[config.mk]
export PLATFORM = sky130hd
export DESIGN_NAME = store_buffer_flat
export DESIGN_NICKNAME = d
export VERILOG_FILES = /design/src/rtl/store_buffer_if.sv /design/src/rtl/store_buffer.sv /design/src/flat_wrapper.sv
export SDC_FILE = /design/constraint.sdc
export NUM_CORES = 1
export LEC_CHECK = 0
export ABC_CLOCK_PERIOD_IN_PS = 5350
export CORE_MARGIN = 1.5
export CORE_UTILIZATION = 56
export DETAILED_ROUTE_END_ITERATION = 12
export GPL_TIMING_DRIVEN = 0
export PLACE_DENSITY = 0.79
export SYNTH_ARGS = -nofsm -noshare
export SYNTH_HDL_FRONTEND = slang
export SYNTH_SLANG_ARGS = --single-unit
[constraint.sdc]
create_clock -name clk -period 5.35 [get_ports clk]
set_input_delay 1.07 -clock clk [delete_from_list [all_inputs] [get_ports clk]]
set_output_delay 1.07 -clock clk [all_outputs]
set_load 0.03 [all_outputs]
[src/rtl/store_buffer_if.sv]
// -----------------------------------------------------------------------------
// store_buffer_if
// Purpose : Groups the CPU data-port and Memory data-port signals of the store
//           buffer into one bundle.
// Signals : cpu_addr/cpu_wdata/cpu_read/cpu_write  CPU request (to buffer)
//           cpu_rdata/cpu_stall                    CPU response (from buffer)
//           mem_addr/mem_wdata/mem_read/mem_write  Memory request (from buffer)
//           mem_rdata                              combinational Memory data
//           count/full/empty                       buffer occupancy status
// Modports: slave  - the store buffer itself
//           master - the CPU/Memory environment around it
// -----------------------------------------------------------------------------
interface store_buffer_if;
  logic [31:0] cpu_addr;
  logic [31:0] cpu_wdata;
  logic        cpu_read;
  logic        cpu_write;
  logic [31:0] cpu_rdata;
  logic        cpu_stall;
  logic [31:0] mem_addr;
  logic [31:0] mem_wdata;
  logic        mem_read;
  logic        mem_write;
  logic [31:0] mem_rdata;
  logic [4:0]  count;
  logic        full;
  logic        empty;

  modport slave (
    input  cpu_addr, cpu_wdata, cpu_read, cpu_write, mem_rdata,
    output cpu_rdata, cpu_stall, mem_addr, mem_wdata, mem_read, mem_write,
           count, full, empty
  );

  modport master (
    output cpu_addr, cpu_wdata, cpu_read, cpu_write, mem_rdata,
    input  cpu_rdata, cpu_stall, mem_addr, mem_wdata, mem_read, mem_write,
           count, full, empty
  );
endinterface

[src/rtl/store_buffer.sv]
// -----------------------------------------------------------------------------
// store_buffer
// Purpose : Write buffer between a CPU data port and Memory. Stores are queued
//           in a circular FIFO of {addr, data} entries and drained to Memory
//           one per idle cycle, oldest first. Loads that miss the buffer go
//           straight to Memory with zero latency.
// Ports   : clk  - rising-edge clock
//           rst  - asynchronous active-low reset (clears pointers and count)
//           bus  - store_buffer_if.slave (CPU side, Memory side, occupancy)
// Param   : DEPTH - number of FIFO entries, power of two in 2..16
// Option  : STORE_BUFFER_FWD_EN - when defined, a load that hits a buffered
//           address is answered from the youngest matching entry. When not
//           defined, such a load stalls while the head drains until no entry
//           matches, then it is served from Memory.
// -----------------------------------------------------------------------------
module store_buffer #(
  parameter int DEPTH = 4
) (
  input logic           clk,
  input logic           rst,
  store_buffer_if.slave bus
);

  localparam int PW = $clog2(DEPTH);
  typedef logic [PW-1:0] ptr_t;

  ptr_t        headPtr_q, headPtr_d;
  ptr_t        tailPtr_q, tailPtr_d;
  logic [4:0]  count_q, count_d;
  logic [31:0] entryAddr_q [DEPTH];
  logic [31:0] entryData_q [DEPTH];

  logic        full, empty;
  logic        hit;
  logic        enq, pop;
  logic        stallRaw, memRdRaw, memWrRaw;
  logic [31:0] rdata;
`ifdef STORE_BUFFER_FWD_EN
  logic [31:0] hitData;
`endif

  assign full  = (count_q == 5'(DEPTH));
  assign empty = (count_q == 5'd0);

  // Scan valid entries oldest to youngest so the last match is the youngest.
  always_comb begin
    hit = 1'b0;
`ifdef STORE_BUFFER_FWD_EN
    hitData = '0;
`endif
    for (int k = 0; k < DEPTH; k++) begin
      if ((5'(k) < count_q) &&
          (entryAddr_q[headPtr_q + ptr_t'(k)] == bus.cpu_addr)) begin
        hit = 1'b1;
`ifdef STORE_BUFFER_FWD_EN
        hitData = entryData_q[headPtr_q + ptr_t'(k)];
`endif
      end
    end
  end

  // A read takes priority over a simultaneous write; the write is dropped.
  always_comb begin
    enq      = 1'b0;
    pop      = 1'b0;
    stallRaw = 1'b0;
    memRdRaw = 1'b0;
    memWrRaw = 1'b0;
    rdata    = bus.mem_rdata;
    if (bus.cpu_read) begin
      if (hit) begin
`ifdef STORE_BUFFER_FWD_EN
        rdata = hitData;
`else
        // Drain the head so the conflicting store reaches Memory first.
        stallRaw = 1'b1;
        memWrRaw = 1'b1;
        pop      = 1'b1;
`endif
      end else begin
        memRdRaw = 1'b1;
      end
    end else if (bus.cpu_write) begin
      if (full) begin
        stallRaw = 1'b1;
      end else begin
        enq = 1'b1;
      end
    end else if (!empty) begin
      memWrRaw = 1'b1;
      pop      = 1'b1;
    end
  end

  always_comb begin
    headPtr_d = pop ? headPtr_q + ptr_t'(1) : headPtr_q;
    tailPtr_d = enq ? tailPtr_q + ptr_t'(1) : tailPtr_q;
    count_d   = count_q + {4'd0, enq} - {4'd0, pop};
  end

  always_ff @(posedge clk or negedge rst) begin
    if (!rst) begin
      headPtr_q <= '0;
      tailPtr_q <= '0;
      count_q   <= '0;
    end else begin
      headPtr_q <= headPtr_d;
      tailPtr_q <= tailPtr_d;
      count_q   <= count_d;
    end
  end

  // Entry storage is not reset; only entries below count are ever used.
  always_ff @(posedge clk) begin
    if (enq) begin
      entryAddr_q[tailPtr_q] <= bus.cpu_addr;
      entryData_q[tailPtr_q] <= bus.cpu_wdata;
    end
  end

  // Strobes are gated by rst so a request held during reset reaches nothing.
  assign bus.cpu_stall = rst & stallRaw;
  assign bus.mem_read  = rst & memRdRaw;
  assign bus.mem_write = rst & memWrRaw;
  assign bus.mem_addr  = bus.mem_read  ? bus.cpu_addr :
                         bus.mem_write ? entryAddr_q[headPtr_q] : 32'd0;
  assign bus.mem_wdata = bus.mem_write ? entryData_q[headPtr_q] : 32'd0;
  assign bus.cpu_rdata = rdata;
  assign bus.count     = count_q;
  assign bus.full      = full;
  assign bus.empty     = empty;

endmodule

[src/flat_wrapper.sv]
// flat-port wrapper written by rule: the top's interface ports become plain ports
module store_buffer_flat 
#(
  parameter int DEPTH = 4
)
  (clk, rst, bus_cpu_addr, bus_cpu_wdata, bus_cpu_read, bus_cpu_write, bus_mem_rdata, bus_cpu_rdata, bus_cpu_stall, bus_mem_addr, bus_mem_wdata, bus_mem_read, bus_mem_write, bus_count, bus_full, bus_empty);
  store_buffer_if bus_i ();
  input logic clk;
  input logic rst;
  input wire logic [$bits(bus_i.cpu_addr)-1:0] bus_cpu_addr;
  input wire logic [$bits(bus_i.cpu_wdata)-1:0] bus_cpu_wdata;
  input wire logic [$bits(bus_i.cpu_read)-1:0] bus_cpu_read;
  input wire logic [$bits(bus_i.cpu_write)-1:0] bus_cpu_write;
  input wire logic [$bits(bus_i.mem_rdata)-1:0] bus_mem_rdata;
  output wire logic [$bits(bus_i.cpu_rdata)-1:0] bus_cpu_rdata;
  output wire logic [$bits(bus_i.cpu_stall)-1:0] bus_cpu_stall;
  output wire logic [$bits(bus_i.mem_addr)-1:0] bus_mem_addr;
  output wire logic [$bits(bus_i.mem_wdata)-1:0] bus_mem_wdata;
  output wire logic [$bits(bus_i.mem_read)-1:0] bus_mem_read;
  output wire logic [$bits(bus_i.mem_write)-1:0] bus_mem_write;
  output wire logic [$bits(bus_i.count)-1:0] bus_count;
  output wire logic [$bits(bus_i.full)-1:0] bus_full;
  output wire logic [$bits(bus_i.empty)-1:0] bus_empty;
  assign bus_i.cpu_addr = bus_cpu_addr;
  assign bus_i.cpu_wdata = bus_cpu_wdata;
  assign bus_i.cpu_read = bus_cpu_read;
  assign bus_i.cpu_write = bus_cpu_write;
  assign bus_i.mem_rdata = bus_mem_rdata;
  assign bus_cpu_rdata = bus_i.cpu_rdata;
  assign bus_cpu_stall = bus_i.cpu_stall;
  assign bus_mem_addr = bus_i.mem_addr;
  assign bus_mem_wdata = bus_i.mem_wdata;
  assign bus_mem_read = bus_i.mem_read;
  assign bus_mem_write = bus_i.mem_write;
  assign bus_count = bus_i.count;
  assign bus_full = bus_i.full;
  assign bus_empty = bus_i.empty;
  store_buffer #(.DEPTH(DEPTH)) u_core (.clk(clk), .rst(rst), .bus(bus_i));
endmodule
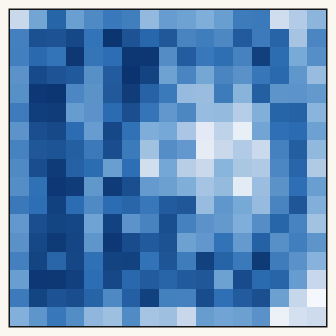
Figure 1: run 1, local utilization.
17 x 17 tiles, from white (low) to dark blue (high), 0 to 100% covered.
- mean over tiles: 66%
- fullest tile: 99%
- tiles over 75% full: 38%

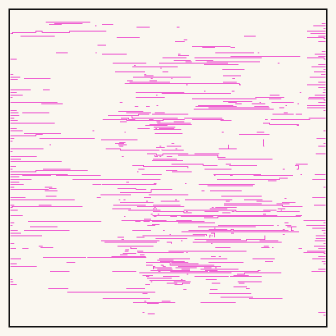
Figure 2: run 1, metal 3.
- nets with wire on the layer: 318
- share of all routed wire: 11%
- longest straight run: 66.0 µm

==> run summary, run 1 <==
Routed wire per std cell: 29.7 µm
Mapped Cells: 1049
status: complete, but fails checks
yosys stat chip area: 0.0152 mm²
worst-margin pin slew: 1.00 ns
CP arrival: 4.31 ns
Post-synth EDFFs: 256
Setup WS post-layout: -0.0331 ns
Min-Delay Path Depth: 2
ys flop type: edfxtp_1
Max Cap Violations: 0
cell area after layout: 0.0190 mm²
syn_nets: 1162
nonclk inv count: 19
slowest cell delay on critical path: 0.39 ns
CTS root buffer: clkbuf_16
CP startpoint: u_core.headPtr_q[1]$_DFFE_PN0N_
final setup vio count: 15
Reg area: 0.00791 mm²
switching power: 3700 µW
Overflow after GRT: 0
XORs/XNORs by Area: 6.38%
failing checks: setup timing
largest net degree at the start of global routing: 55
Die Wd: 168 µm
WS Path Type: register to output pin
Worst Path Buf+Inv: 6
worst rel slew slack: 33.1%
vias in the first global route: 10800
Clk pwr share: 20.9%
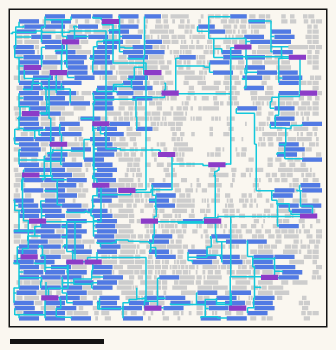
Figure 3: run 1, clock distribution.
Bar = 50 µm.
- clock drivers: purple (count 28)
- flip-flops: blue (count 265)
- clock wires: cyan (length 3270 µm)
- routed clock nets: 29
- flops lie: spread over the die

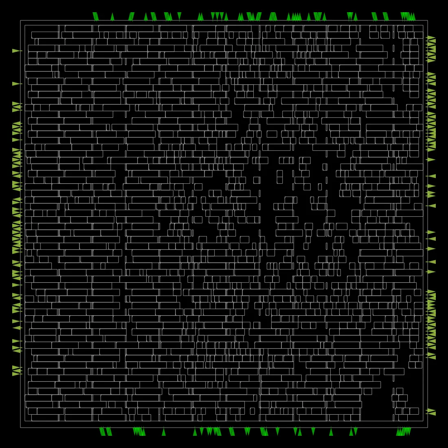
Figure 4: run 1, placement view.
core area: 0.0268 mm²
# fillers: 1764

==> run 1: cell usage in the layout (no fill, tap or decap), drive strengths merged, types with 5 or more instances in the layout <==
master,count
mux2,6
nor2b,5
nor2,21
dfrtp,9
o21ai,8
edfxtp,256
inv,19
clkinv,10
nor4,13
a21oi,17
a221oi,9
nor3b,34
dlygate4sd2,8
mux2i,130
clkdlybuf4s50,96
nand3,35
clkbuf,94
nor3,8
buf,142
xnor2,63
nand4,13
xor2,48
mux4,95
nand2,47
and2,7
ha,12
a211oi,7
o22ai,12
==> run 1: routing by layer <==
metal / global-route usage, % / part of all wire, % / vias to the layer above
li1: - / - / 4514
met4: 17.4 / 6.2 / 0
met5: 0 / 0 / -
met1: 44.8 / 37 / 5413
met3: 6.21 / 11 / 178
met2: 55.4 / 47 / 772
Figure 5. I/O pins on the die edge (run 1).
Pins as bars across the die edge, other pins in gray.
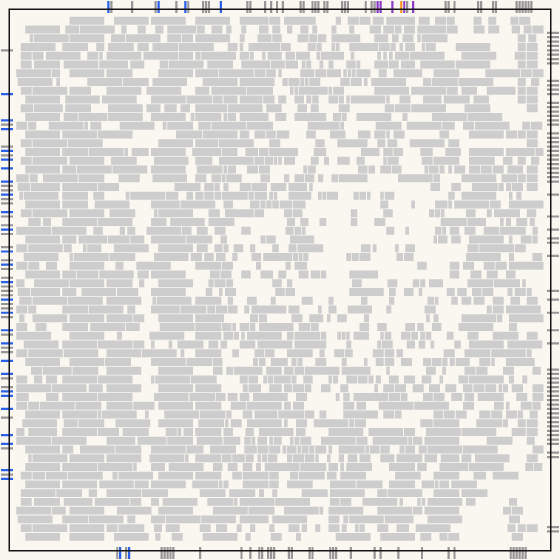

--- run 2 (diff from run 1) ---
PLACE_DENSITY = unset   (was 0.79)
PLACE_DENSITY_LB_ADDON = 0.05   (was unset)
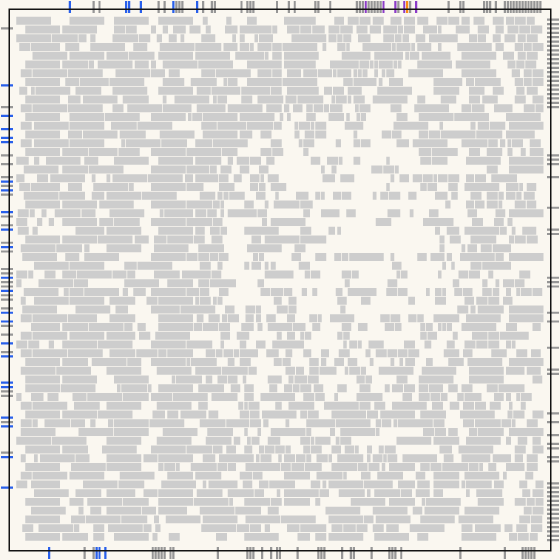
Figure 6: run 2, I/O pins on the die edge.
Pins as bars across the die edge, other pins in gray.
- bus_cpu_wdata: blue (pins 32; direction input; edge 22 left, 6 top, 4 bottom)
- rst: orange (pins 1; direction input; edge top)
- bus_count: purple (pins 5; direction output; edge top)
IO buf count: 173
Die Wd: 168 µm

==> run summary, run 2 <==
status: complete, but fails checks
Reg area: 0.00791 mm² (unchanged)
syn_nets: 1162 (unchanged)
ys flop type: edfxtp_1
yosys stat chip area: 0.0152 mm² (unchanged)
vias in the first global route: 10700 (-1.6%)
core area: 0.0268 mm² (unchanged)
worst-margin pin slew: 1.06 ns (+0.0549 ns)
Min-Delay Path Depth: 2 (unchanged)
WS Path Type: input port to output pin
largest net degree at the start of global routing: 56 (+1.8%)
CP arrival: 4.28 ns (-0.03 ns)
Worst Path Buf+Inv: 3 (-3)
CP startpoint: bus_cpu_addr[12]
CTS root buffer: clkbuf_16
Routed wire per std cell: 29.2 µm (-1.5%)
nonclk inv count: 19 (unchanged)
final setup vio count: 1 (-14)
Clk pwr share: 20.4% (-0.5 points)
met3 global-route usage: 6.06% (-0.14 points)
failing checks: setup timing
Top cell excl fill/tap: edfxtp_1
Setup WS post-layout: -0.00403 ns (+0.0290 ns)
Routed met3 length: 4250 µm (-17%)
met2 WL: 22600 µm (+0.47%)
most frequent cells in the layout: edfxtp_1 (256), mux2i_1 (106), mux4_2 (95), clkdlybuf4s50_1 (94), buf_4 (59)
layer with the highest usage: met2
Max Cap Violations: 0 (unchanged)
met2 Usage GRT: 54.4% (-1.0 points)
met1 WL: 18300 µm (+3.2%)
-- run 2: cell counts after synthesis --
Identical to the previous run, type by type.
-- run 2: through the flow --
step | total power [µW] | util, % | area [µm²]
3_5_place_dp | 7170 | 65.3 | 17500
5_1_grt | 9700 | 70.4 | 18900
2_1_floorplan | 5740 | - | 15200
3_3_place_gp | 7130 | 64.9 | 17400
4_1_cts | 9150 | 69.1 | 18500
6_report | 9380 | 70.4 | 18900
-- run 2: cell families (layout without fill, tap and decap cells) --
logic type	count (synthesis)	after routing	share of synthesized area, %
AND/OR/NAND/NOR	190	190	7.64
AND-OR/OR-AND	97	97	4.67
multiplexers	231	231	23.1
flip-flops	265	265	52.0
adder cells (fa/ha/maj)	13	13	1.12
XOR/XNOR	111	111	6.38
buffers and inverters	142	373	5.12
other	0	1	0
Power is estimated from default activity; no workload was simulated.
